`src/rtl/regfile_write_arbiter.sv`:
```
// Two-requester register-file write arbiter.
// Each requester (ALU writeback, load writeback) owns a one-entry holding slot.
// One slot is granted per cycle, round-robin on contention, and the granted
// write is presented on the registered WE3/A3/WD3 port one cycle later.
// pending_mask flags every register whose write has not yet been committed.
module regfile_write_arbiter #(
  parameter int unsigned ADDR_WIDTH = 5,
  parameter int unsigned DATA_WIDTH = 32
) (
  input  logic                         CLK,
  input  logic                         reset,
  input  logic                         req0_valid,
  input  logic [ADDR_WIDTH-1:0]        req0_addr,
  input  logic [DATA_WIDTH-1:0]        req0_data,
  output logic                         req0_ready,
  input  logic                         req1_valid,
  input  logic [ADDR_WIDTH-1:0]        req1_addr,
  input  logic [DATA_WIDTH-1:0]        req1_data,
  output logic                         req1_ready,
  output logic                         WE3,
  output logic [ADDR_WIDTH-1:0]        A3,
  output logic [DATA_WIDTH-1:0]        WD3,
  output logic [(2**ADDR_WIDTH)-1:0]   pending_mask
);

  localparam int unsigned NREG = 2**ADDR_WIDTH;
  localparam logic [NREG-1:0] BIT0 = {{(NREG-1){1'b0}}, 1'b1};

  // Holding slots and round-robin pointer (0 = requester 0 wins next tie)
  logic                  r_hold_valid0;
  logic [ADDR_WIDTH-1:0] r_hold_addr0;
  logic [DATA_WIDTH-1:0] r_hold_data0;
  logic                  r_hold_valid1;
  logic [ADDR_WIDTH-1:0] r_hold_addr1;
  logic [DATA_WIDTH-1:0] r_hold_data1;
  logic                  r_prio;

  logic                  w_grant0;
  logic                  w_grant1;
  logic                  w_hs0;
  logic                  w_hs1;
  logic [NREG-1:0]       w_mask;

  // Grant: a sole valid slot wins; on a tie the priority pointer decides
  always_comb begin
    w_grant0 = 1'b0;
    w_grant1 = 1'b0;
    if (r_hold_valid0 && r_hold_valid1) begin
      w_grant0 = !r_prio;
      w_grant1 = r_prio;
    end else begin
      w_grant0 = r_hold_valid0;
      w_grant1 = r_hold_valid1;
    end
  end

  // A slot accepts a new write when empty or when it drains on this edge
  assign req0_ready = !reset && (!r_hold_valid0 || w_grant0);
  assign req1_ready = !reset && (!r_hold_valid1 || w_grant1);
  assign w_hs0      = req0_valid && req0_ready;
  assign w_hs1      = req1_valid && req1_ready;

  // Slot fill/drain; writes to x0 complete the handshake but are dropped
  always_ff @(posedge CLK) begin
    if (reset) begin
      r_hold_valid0 <= 1'b0;
      r_hold_addr0  <= '0;
      r_hold_data0  <= '0;
      r_hold_valid1 <= 1'b0;
      r_hold_addr1  <= '0;
      r_hold_data1  <= '0;
    end else begin
      if (w_hs0) begin
        r_hold_valid0 <= (req0_addr != '0);
        r_hold_addr0  <= req0_addr;
        r_hold_data0  <= req0_data;
      end else if (w_grant0) begin
        r_hold_valid0 <= 1'b0;
      end
      if (w_hs1) begin
        r_hold_valid1 <= (req1_addr != '0);
        r_hold_addr1  <= req1_addr;
        r_hold_data1  <= req1_data;
      end else if (w_grant1) begin
        r_hold_valid1 <= 1'b0;
      end
    end
  end

  // Round-robin pointer moves to the loser after every grant
  always_ff @(posedge CLK) begin
    if (reset) begin
      r_prio <= 1'b0;
    end else if (w_grant0) begin
      r_prio <= 1'b1;
    end else if (w_grant1) begin
      r_prio <= 1'b0;
    end
  end

  // Register-file write port; address/data hold their value when idle
  always_ff @(posedge CLK) begin
    if (reset) begin
      WE3 <= 1'b0;
      A3  <= '0;
      WD3 <= '0;
    end else begin
      WE3 <= w_grant0 || w_grant1;
      if (w_grant0) begin
        A3  <= r_hold_addr0;
        WD3 <= r_hold_data0;
      end else if (w_grant1) begin
        A3  <= r_hold_addr1;
        WD3 <= r_hold_data1;
      end
    end
  end

  // Outstanding-write scoreboard: both slots plus the write on the port
  always_comb begin
    w_mask = '0;
    if (r_hold_valid0) w_mask = w_mask | (BIT0 << r_hold_addr0);
    if (r_hold_valid1) w_mask = w_mask | (BIT0 << r_hold_addr1);
    if (WE3)           w_mask = w_mask | (BIT0 << A3);
    w_mask = w_mask & ~BIT0;
  end

  assign pending_mask = w_mask;

endmodule

```
`config.mk`:
```
export PLATFORM = sky130hd
export DESIGN_NAME = regfile_write_arbiter
export DESIGN_NICKNAME = d
export VERILOG_FILES = /design/src/rtl/regfile_write_arbiter.sv
export SDC_FILE = /design/constraint.sdc
export NUM_CORES = 1
export LEC_CHECK = 0
export CAP_MARGIN = 20
export CORE_ASPECT_RATIO = 0.75
export CORE_MARGIN = 8
export CORE_UTILIZATION = 35
export CTS_CLUSTER_SIZE = 24
export DETAILED_ROUTE_END_ITERATION = 8
export GPL_TIMING_DRIVEN = 0
export PLACE_DENSITY_LB_ADDON = 0.05
export SLEW_MARGIN = 5
export SYNTH_ARGS = -nofsm -noshare
export SYNTH_HDL_FRONTEND = slang
export SYNTH_SLANG_ARGS = --single-unit
export TNS_END_PERCENT = 10
```
`constraint.sdc`:
```
create_clock -name CLK -period 2.2 [get_ports CLK]
set_clock_uncertainty 0.2 [all_clocks]
set_input_delay 0.44 -clock CLK [delete_from_list [all_inputs] [get_ports CLK]]
set_output_delay 0.44 -clock CLK [all_outputs]
set_load 0.03 [all_outputs]
```
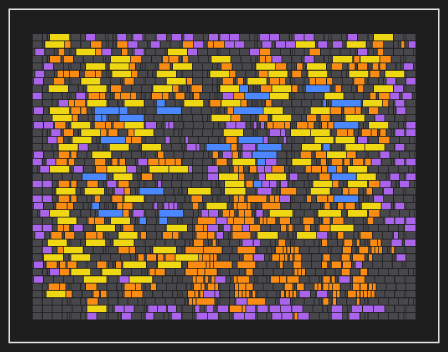
(run_1/cell_classes.png)
Fill, decap, tap and diode cells in grey.
- all other logic: orange (cells 375; share of their area 39%)
- other buffers and delay cells: purple (cells 192; share of their area 24%)
- clock drivers and dummy loads: blue (cells 32; share of their area 7.5%)
- flip-flops: yellow (cells 115; share of their area 30%)

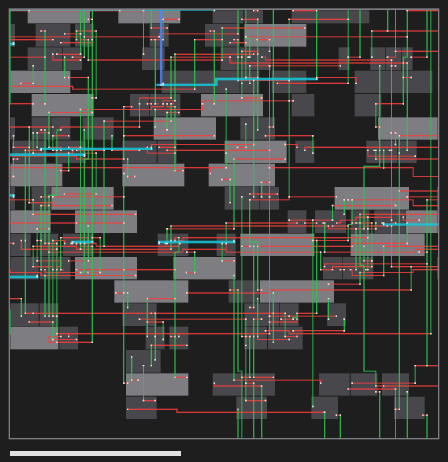
(run_1/zoom.png)
Bar = 20 um. Window x 15 to 65, y 6 to 56 um. Cells in grey, sequential cells in the stronger grey; small squares are vias.
- met2: green
- met1: red
- met4: blue
- met3: cyan
- netlist names of flops here include: `WD3` (6), `r_hold_data1` (6), `r_hold_data0` (5)
- cells with their middle in the window: 97
- most frequent: dfxtp_1 (17), nor2b_1 (15), mux2_2 (13)
- sequential cells in the window: 24

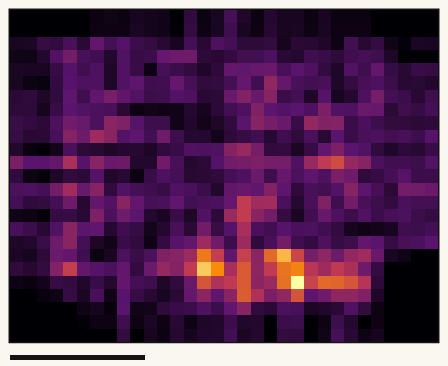
(run_1/wire_density.png)
Bar = 50 um. The die is cut into 32 by 25 equal tiles; black is low, pale yellow is high, scaled to the fullest tile. Values are wire area over tile area, all layers added.
- densest ninth of the die: bottom middle
- mean over tiles: 0.14
- fullest tile: 0.80
- tiles over half the peak: 3.7%
- nearly empty tiles: 11%

==> flow_metrics.py, run 1 <==
# Auto-generated metrics
metrics = {
    "critical_path": {
        "crit_start": "r_hold_valid1",
        "r2r-start": "r_hold_valid0",
        "start_kind": "register",
        "crit_path_max_incr_delay_ns": 0.35,
        "cp_common_cell": "buf_6",
    },
    "synthesis": {
        "postSynthSeqShare_pct": 43.1,
        "synthSimpleGateAreaFrac_pct": 24.3,
        "synth_nets": 611,
        "netlist_instances": 533,
        "xor_share_pct": 0,
        "yosysMostFrequentCell": "dfxtp_1",
        "ys_cells": 533,
        "ys_sh_mux_pct": 15.6,
        "ys_sh_aoi_pct": 12.4,
    },
    "floorplan": {
        "die_area_um2": 19500,
        "die_w_um": 159,
        "initial_core_util_pct": 35.4,
        "fp.dieH_um": 123,
        "io_pins": 150,
    },
    "finish": {
        "reg_top3": "WD3 x32, r_hold_data0 x32, r_hold_data1 x32",
        "fill_cells": 1313,
        "nets": 779,
        "inverters": 3,
        "diodes": 0,
        "final_util_pct": 53.2,
        "fin_area_um2": 8020,
        "nNonClkBuffers": 192,
    },
    "status": {
        "violations": "negative setup slack",
        "status": "finished with violations",
    },
    "routing": {
        "wl_met1_um": 8230,
        "first_iter_violations": 300,
        "routed-wl-met3_um": 1440,
        "antenna_left": 0,
        "vias": 4757,
    },
    "global_routing": {
        "grt_overflow": 0,
        "gr-max-usage-layer": "met2",
    },
    "clock_network": {
        "clk_pin_slew_ns": 0.05,
        "ctsLongestPathBuffers": 2,
        "cts_setup_buffers": 11,
    },
    "placement": {
        "hpwl_um": 12200,
    },
    "timing": {
        "fin_crit_ns": 2.40,
        "setup_violations": 25,
        "layout_setup_ws_ns": -0.200,
        "fin_tns_setup_ns": -3.09,
        "fmax_mhz": 417,
    },
    "min_path": {
        "hold_depth": 1,
        "hp-start": "r_hold_data0[4]",
    },
}
==> inputs of run 2 (changes only) <==
--- a/config.mk
+++ b/config.mk
@@ -12,7 +12,7 @@
 export CTS_CLUSTER_SIZE = 24
 export DETAILED_ROUTE_END_ITERATION = 8
 export GPL_TIMING_DRIVEN = 0
-export PLACE_DENSITY_LB_ADDON = 0.05
+export PLACE_DENSITY = 0.69
 export SLEW_MARGIN = 5
 export SYNTH_ARGS = -nofsm -noshare
 export SYNTH_HDL_FRONTEND = slang
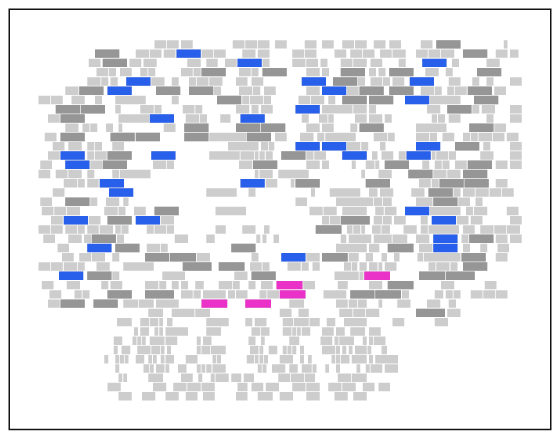
(run_2/registers.png)
Other sequential cells in the stronger grey, the rest of the logic in the fainter grey.
- `r_hold_data0`: blue (sequential cells 32)
- `A3`: magenta (sequential cells 5)
- not coloured: 78

==> flow_metrics.py, run 2 <==
# Auto-generated metrics
metrics = {
    "status": {
        "status": "finished with violations",
        "violations": "negative setup slack",
    },
    "routing": {
        "antenna_left": 0,
        "wl_met1_um": 7920,
        "routed-wl-met3_um": 1100,
        "wl_met2_um": 7980,
        "vias": 4678,
        "first_iter_violations": 382,
    },
    "critical_path": {
        "start_kind": "register",
        "r2r-start": "r_hold_valid1",
        "crit_path_max_incr_delay_ns": 0.37,
        "cp_common_cell": "buf_6",
        "crit_start": "r_hold_valid0",
    },
    "global_routing": {
        "gr-max-usage-layer": "met2",
        "grt_overflow": 0,
        "met2_usage_pct": 28.0,
    },
    "finish": {
        "fill_cells": 1307,
        "nNonClkBuffers": 184,
        "nets": 771,
        "inverters": 3,
        "diodes": 0,
        "fin_area_um2": 7980,
        "reg_top3": "WD3 x32, r_hold_data0 x32, r_hold_data1 x32",
    },
    "floorplan": {
        "die_w_um": 159,
        "io_pins": 150,
        "initial_core_util_pct": 35.4,
        "die_area_um2": 19500,
        "fp.dieH_um": 123,
    },
    "synthesis": {
        "postSynthSeqShare_pct": 43.1,
        "yosysMostFrequentCell": "dfxtp_1",
        "xor_share_pct": 0,
        "synth_nets": 611,
        "yosys_most_used_dff": "dfxtp_1",
        "ys_sh_aoi_pct": 12.4,
        "top_cell_area_share_pct": 43.1,
        "netlist_instances": 533,
        "ys_sh_mux_pct": 15.6,
        "async_reset_ff_share_pct": 0,
        "synthSimpleGateAreaFrac_pct": 24.3,
    },
    "clock_network": {
        "cts_setup_buffers": 6,
        "h-tree-depth": 4,
        "ctsLongestPathBuffers": 2,
        "clk_pin_slew_ns": 0.06,
    },
    "placement": {
        "hpwl_um": 12400,
    },
    "timing": {
        "setup_violations": 26,
        "layout_setup_ws_ns": -0.189,
        "fin_tns_setup_ns": -2.62,
    },
    "min_path": {
        "hold_depth": 1,
        "hp-start": "r_hold_data1[30]",
    },
}
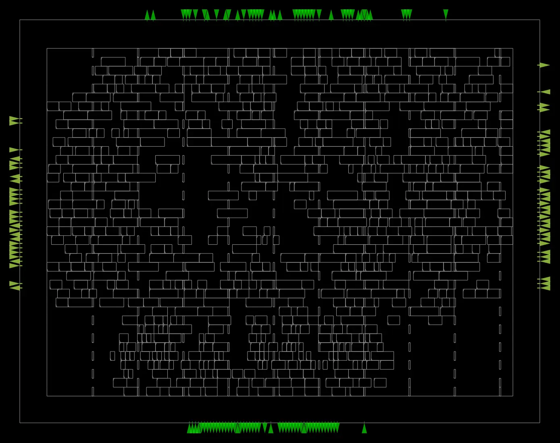
(run_2/final_placement.png)
core box area: 15,100 um^2
fin cells: 911
FP Rows: 39
# Taps: 205
Final Core Density: 52.9%

==> inputs of run 3 (changes only) <==
--- a/config.mk
+++ b/config.mk
@@ -11,8 +11,8 @@
 export CORE_UTILIZATION = 35
 export CTS_CLUSTER_SIZE = 24
 export DETAILED_ROUTE_END_ITERATION = 8
+export GPL_ROUTABILITY_DRIVEN = 0
 export GPL_TIMING_DRIVEN = 0
-export PLACE_DENSITY = 0.69
 export SLEW_MARGIN = 5
 export SYNTH_ARGS = -nofsm -noshare
 export SYNTH_HDL_FRONTEND = slang
==> constraint.sdc (replaced) <==
create_clock -name CLK -period 2.4 [get_ports CLK]
set_clock_uncertainty 0.2 [all_clocks]
set_input_delay 0.48 -clock CLK [delete_from_list [all_inputs] [get_ports CLK]]
set_output_delay 0.48 -clock CLK [all_outputs]
set_load 0.03 [all_outputs]
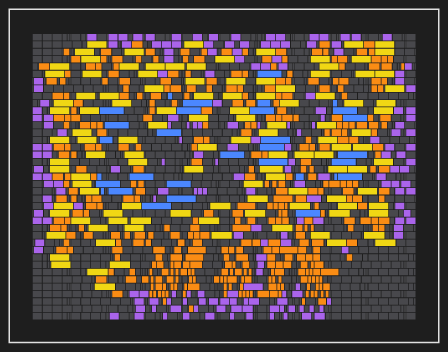
(run_3/cell_classes.png)
Fill, decap, tap and diode cells in grey.
- clock drivers and dummy loads: blue (cells 31; share of their area 8.7%)
- other buffers and delay cells: purple (cells 188; share of their area 22%)
- all other logic: orange (cells 375; share of their area 39%)
- flip-flops: yellow (cells 115; share of their area 31%)

==> flow_metrics.py, run 3 <==
# Auto-generated metrics
metrics = {
    "synthesis": {
        "netlist_instances": 533,
        "async_reset_ff_share_pct": 0,
        "xor_share_pct": 0,
        "ys_sh_mux_pct": 15.6,
        "yosysMostFrequentCell": "dfxtp_1",
        "synthSimpleGateAreaFrac_pct": 24.3,
        "yosys_most_used_dff": "dfxtp_1",
        "ys_sh_aoi_pct": 12.4,
    },
    "timing": {
        "fin_crit_ns": 2.43,
        "fin_tns_setup_ns": -0.131,
        "layout_setup_ws_ns": -0.0316,
        "setup_violations": 7,
    },
    "floorplan": {
        "die_area_um2": 19500,
        "die_w_um": 159,
        "nWellTaps": 205,
    },
    "critical_path": {
        "r2r-start": "r_prio",
        "crit_start": "r_hold_valid0",
    },
    "finish": {
        "nets": 775,
        "nNonClkBuffers": 188,
    },
    "routing": {
        "vias": 4646,
        "routed-wl-met3_um": 994,
        "wl_met1_um": 8010,
    },
    "status": {
        "violations": "negative setup slack",
        "status": "finished with violations",
    },
    "clock_network": {
        "h-tree-depth": 4,
    },
    "global_routing": {
        "met2_usage_pct": 26.3,
    },
}
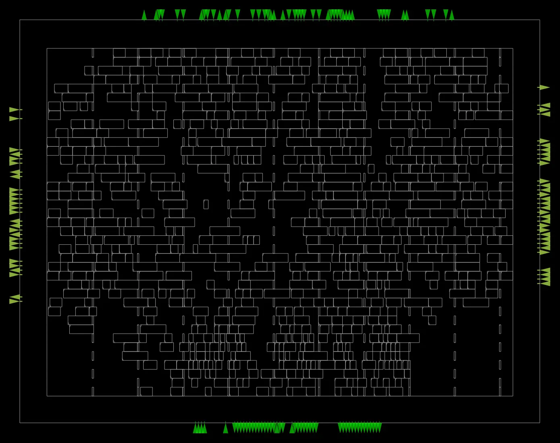
(run_3/final_placement.png)
Final Core Density: 52.2%
Fill cells: 1,358
Seq area share: 29.5%
fin cells: 914

